==> src/rtl/branch_resolve_pkg.sv <==
// Shared definitions for the decode-stage branch resolution unit.
//   - br_type codes as driven by the decoder
//   - FSM state encodings, kept as plain 2-bit constants for older tools
//   - flag_count helper used to check that the comparator flags are one-hot
package branch_resolve_pkg;

  // Branch type codes. Codes 101..111 are illegal and are never taken.
  localparam logic [2:0] BR_JMP = 3'b000;
  localparam logic [2:0] BR_BEQ = 3'b001;
  localparam logic [2:0] BR_BNE = 3'b010;
  localparam logic [2:0] BR_BGT = 3'b011;  // A > B
  localparam logic [2:0] BR_BLT = 3'b100;  // A < B

  // FSM state encodings
  localparam logic [1:0] ST_IDLE     = 2'b00;
  localparam logic [1:0] ST_WAIT_OPS = 2'b01;
  localparam logic [1:0] ST_REDIRECT = 2'b10;
  localparam logic [1:0] ST_FLUSH    = 2'b11;

  // Number of comparator flags asserted (0..3).
  function automatic logic [1:0] flag_count(input logic gt, input logic lt, input logic eq);
    flag_count = {1'b0, gt} + {1'b0, lt} + {1'b0, eq};
  endfunction

endpackage

==> src/rtl/branch_resolve_cond.sv <==
// Combinational branch condition evaluation.
// Ports:
//   br_type  in  3  branch type code (see branch_resolve_pkg)
//   cmp_gt   in  1  comparator flag, set when B > A
//   cmp_lt   in  1  comparator flag, set when A > B
//   cmp_eq   in  1  comparator flag, set when A == B
//   taken    out 1  branch resolves taken
//   flag_err out 1  conditional branch evaluated with non-one-hot flags
// Note the comparator's naming is from B's point of view: BGT (A>B) uses
// cmp_lt and BLT (A<B) uses cmp_gt.
module branch_cond
  import branch_resolve_pkg::*;
(
  input  logic [2:0] br_type,
  input  logic       cmp_gt,
  input  logic       cmp_lt,
  input  logic       cmp_eq,
  output logic       taken,
  output logic       flag_err
);

  logic conditional;

  always_comb begin
    taken       = 1'b0;
    flag_err    = 1'b0;
    conditional = 1'b0;
    case (br_type)
      BR_JMP: taken = 1'b1;
      BR_BEQ: begin conditional = 1'b1; taken = cmp_eq;  end
      BR_BNE: begin conditional = 1'b1; taken = !cmp_eq; end
      BR_BGT: begin conditional = 1'b1; taken = cmp_lt;  end
      BR_BLT: begin conditional = 1'b1; taken = cmp_gt;  end
      default: taken = 1'b0;
    endcase
    // Corrupt flags: never trust the comparator, fall through as not taken.
    if (conditional && (flag_count(cmp_gt, cmp_lt, cmp_eq) != 2'd1)) begin
      taken    = 1'b0;
      flag_err = 1'b1;
    end
  end

endmodule

==> src/rtl/branch_resolve.sv <==
// Decode-stage branch resolution unit. Takes a decoded branch plus the
// comparator flags, stalls ID until forwarded operands are final, and with
// static predict-not-taken issues a PC redirect and IF/ID flush for every
// taken branch.
// Ports:
//   clk, rst_n       clock (rising edge), asynchronous active-low reset
//   br_valid/ready   branch handshake, transfer when both high in a cycle
//   br_type/target   branch type code and taken target
//   op_ready         comparator operands are final this cycle
//   cmp_gt/lt/eq     comparator flags
//   kill             older-instruction flush, cancels the branch in flight
//   stall_id         hold IF/ID while operands are pending
//   redirect_valid   one-cycle pulse, fetch loads redirect_pc
//   redirect_pc      latched branch target
//   flush_if/id      squash IF/ID instructions
//   taken_cnt        saturating count of taken branches since reset
//   cmp_err          sticky, flags were not one-hot at a conditional evaluation
//   state_dbg        current FSM state (debug visibility)
// Handshake: a branch is accepted on a rising edge where br_valid and
// br_ready are both high; br_ready depends only on state, never on br_valid,
// and br_valid while br_ready is low is ignored (ID keeps holding it).
module branch_resolve
  import branch_resolve_pkg::*;
#(
  parameter int PC_W      = 16,
  parameter int FLUSH_CYC = 1,
  parameter int CNT_W     = 16
) (
  input  logic             clk,
  input  logic             rst_n,
  input  logic             br_valid,
  output logic             br_ready,
  input  logic [2:0]       br_type,
  input  logic [PC_W-1:0]  br_target,
  input  logic             op_ready,
  input  logic             cmp_gt,
  input  logic             cmp_lt,
  input  logic             cmp_eq,
  input  logic             kill,
  output logic             stall_id,
  output logic             redirect_valid,
  output logic [PC_W-1:0]  redirect_pc,
  output logic             flush_if,
  output logic             flush_id,
  output logic [CNT_W-1:0] taken_cnt,
  output logic             cmp_err,
  output logic [1:0]       state_dbg
);

  // Flush down-counter only needs to hold FLUSH_CYC-2.
  localparam int FCW = (FLUSH_CYC > 2) ? $clog2(FLUSH_CYC - 1) : 1;

  logic [1:0]      state;
  logic [2:0]      type_q;
  logic [PC_W-1:0] target_q;
  logic [FCW-1:0]  flush_cnt;

  logic [2:0] eval_type;
  logic       eval_en;
  logic       taken;
  logic       flag_err;

  // IDLE evaluates the incoming type (fast path); WAIT_OPS the latched one.
  assign eval_type = (state == ST_IDLE) ? br_type : type_q;
  assign eval_en   = !kill && op_ready &&
                     (((state == ST_IDLE) && br_valid) || (state == ST_WAIT_OPS));

  branch_cond u_cond (
    .br_type  (eval_type),
    .cmp_gt   (cmp_gt),
    .cmp_lt   (cmp_lt),
    .cmp_eq   (cmp_eq),
    .taken    (taken),
    .flag_err (flag_err)
  );

  always_ff @(posedge clk or negedge rst_n) begin
    if (!rst_n) begin
      state     <= ST_IDLE;
      type_q    <= '0;
      target_q  <= '0;
      flush_cnt <= '0;
      taken_cnt <= '0;
      cmp_err   <= 1'b0;
    end else begin
      if (eval_en && flag_err) cmp_err <= 1'b1;
      // Counted at the evaluate edge so a killed branch never counts.
      if (eval_en && taken && (taken_cnt != {CNT_W{1'b1}}))
        taken_cnt <= taken_cnt + 1'b1;

      if (kill) begin
        state <= ST_IDLE;
      end else begin
        case (state)
          ST_IDLE: begin
            if (br_valid) begin
              type_q   <= br_type;
              target_q <= br_target;
              if (!op_ready)   state <= ST_WAIT_OPS;
              else if (taken)  state <= ST_REDIRECT;
            end
          end
          ST_WAIT_OPS: begin
            if (op_ready) state <= taken ? ST_REDIRECT : ST_IDLE;
          end
          ST_REDIRECT: begin
            if (FLUSH_CYC > 1) begin
              state     <= ST_FLUSH;
              flush_cnt <= FCW'(FLUSH_CYC - 2);
            end else begin
              state <= ST_IDLE;
            end
          end
          default: begin  // ST_FLUSH
            if (flush_cnt == '0) state <= ST_IDLE;
            else                 flush_cnt <= flush_cnt - 1'b1;
          end
        endcase
      end
    end
  end

  assign br_ready       = (state == ST_IDLE);
  assign stall_id       = (state == ST_WAIT_OPS);
  assign redirect_valid = (state == ST_REDIRECT);
  assign redirect_pc    = target_q;
  assign flush_if       = (state == ST_REDIRECT) || (state == ST_FLUSH);
  assign flush_id       = flush_if;
  assign state_dbg      = state;

endmodule
==> config.mk <==
export PLATFORM = sky130hd
export DESIGN_NAME = branch_resolve
export DESIGN_NICKNAME = d
export VERILOG_FILES = /design/src/rtl/branch_resolve_pkg.sv /design/src/rtl/branch_resolve_cond.sv /design/src/rtl/branch_resolve.sv
export SDC_FILE = /design/constraint.sdc
export NUM_CORES = 1
export LEC_CHECK = 0
export CAP_MARGIN = 20
export CORE_MARGIN = 3
export CORE_UTILIZATION = 44
export CTS_CLUSTER_DIAMETER = 50
export CTS_CLUSTER_SIZE = 16
export DETAILED_ROUTE_END_ITERATION = 10
export GPL_TIMING_DRIVEN = 0
export PLACE_DENSITY_LB_ADDON = 0.08
export SYNTH_ARGS = -nofsm -noshare
export SYNTH_HDL_FRONTEND = slang
export SYNTH_HIERARCHICAL = 1
export SYNTH_SLANG_ARGS = --single-unit
==> constraint.sdc <==
create_clock -name clk -period 3 [get_ports clk]
set_input_delay 0.6 -clock clk [delete_from_list [all_inputs] [get_ports clk]]
set_output_delay 0.6 -clock clk [all_outputs]
set_load 0.02 [all_outputs]
Figure 1. Track usage over the die.
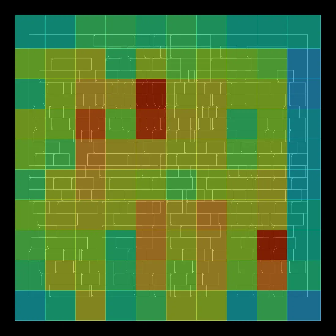
met3 Track Usage GR: 5.65%
met2 demand-to-capacity share in global routing: 26.8%
met1 demand-to-capacity share in global routing: 22.0%

Figure 2. Met4 routing.
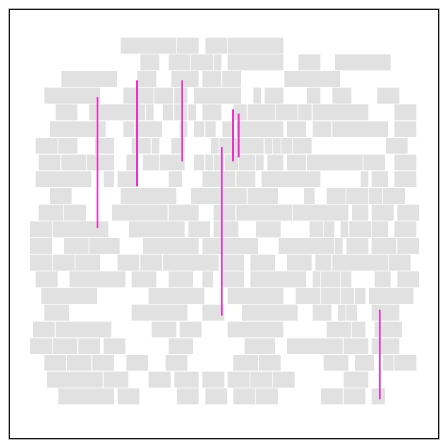
main direction: vertical
longest straight run: 27.2 um

Figure 3. Sequential cells grouped by signal name.
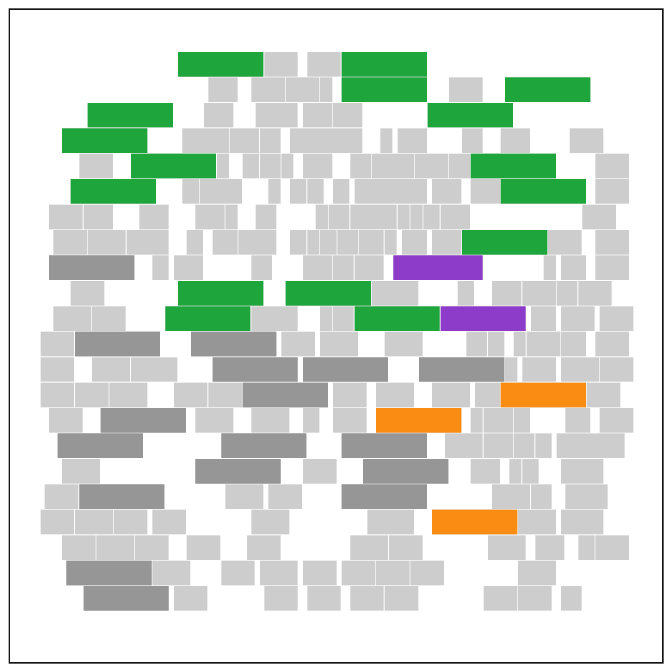
| color | name in the netlist | sequential cells |
|---|---|---|
| orange | type_q | 3 |
| green | taken_cnt | 16 |
| purple | state_dbg | 2 |
not colored: 17

==> results.txt <==
Results of the flow run.

The cell that appears most often on the critical path is xor2_1. Once the floorplan was initialized, standard cells occupied a little under half of the core. In this run, power in the clock network comes to 0.000357 W. The final critical path takes up 96.6% of the cycle. The net switching component of the power stands at 0.000433 W.

Yosys printed 6 warnings. Yosys shows that the main logic family after synthesis is simple AND/OR/NAND/NOR gates. The final hold slack stands at ~0.40 ns. The iteration count recorded for the first detailed-route pass is 4.

The layout buffer count excluding clock buffers stands at 75. Per the detail_route report, the via count comes to 1,474. The post-detailed-routing wire length stands at 4190 um. The cell area after technology mapping stands at roughly 1800 um2. The net count of the finished layout is 250. The detailed-placement wirelength estimate stands at approximately 3100 um.

After synthesis, the cell types taking the most area are dfrtp_1 53%, mux2_2 14%, xor2_1 6.9%. The average cell area after synthesis stands at around 12 um2. The arrival time of data at the worst endpoint is listed as 3.11 ns. For reference, simple AND, OR, NAND and NOR cells occupy 17.8% of the area reported after synthesis.

The clock network takes up 3.44% of total cell area after layout. The via-per-instance ratio stands at 5.46. The setup violation total in the final timing report stands at 0. The flow ran to the end, and the final reports show no timing, DRC or antenna violations. Relative to the synthesized area, the layout overhead comes to 48.7%. The post-synthesis net count stands at 175. The overall overflow remaining after global route stands at 0. Leaving out the clock tree, the finished layout contains an inverter count of 1. After clock tree synthesis, the clock-pin slew on the worst setup and hold paths is approximately 0.070 ns. Registers are responsible for 45.4% of the overall power. The share of total power dissipated in combinational logic is around 30%. The maximum buffer depth of the clock tree stands at 2.

The number of logic gates stands at around 100. After synthesis, the share of flip-flops with an asynchronous set or reset is 100%. After synthesis the netlist holds a flip-flop and latch count of 38. The residual antenna-violating net count after detailed routing stands at 0. The count of library flops with an enable pin stands at 0. The fill cell instance count of the final layout stands at 286. The clock net sink count stands at 38. The power in combinational cells stands at 0.000428 W. The number of clock buffers in the layout stands at 7.

In the global route stage, overall resource usage came out at 17.3%. Registers represent a cell area share of between 30% and 40%. The number of remaining DRC errors stands at 0. The routed length on met1 stands at 1740 um. The worst slack at placement stands at -0.360 ns.

The number of hold buffers added after CTS was 0. The maximum number of pins on one net before global-route repair stands at 39.
Power figures rest on the tool's default switching activity, not on a simulated workload.
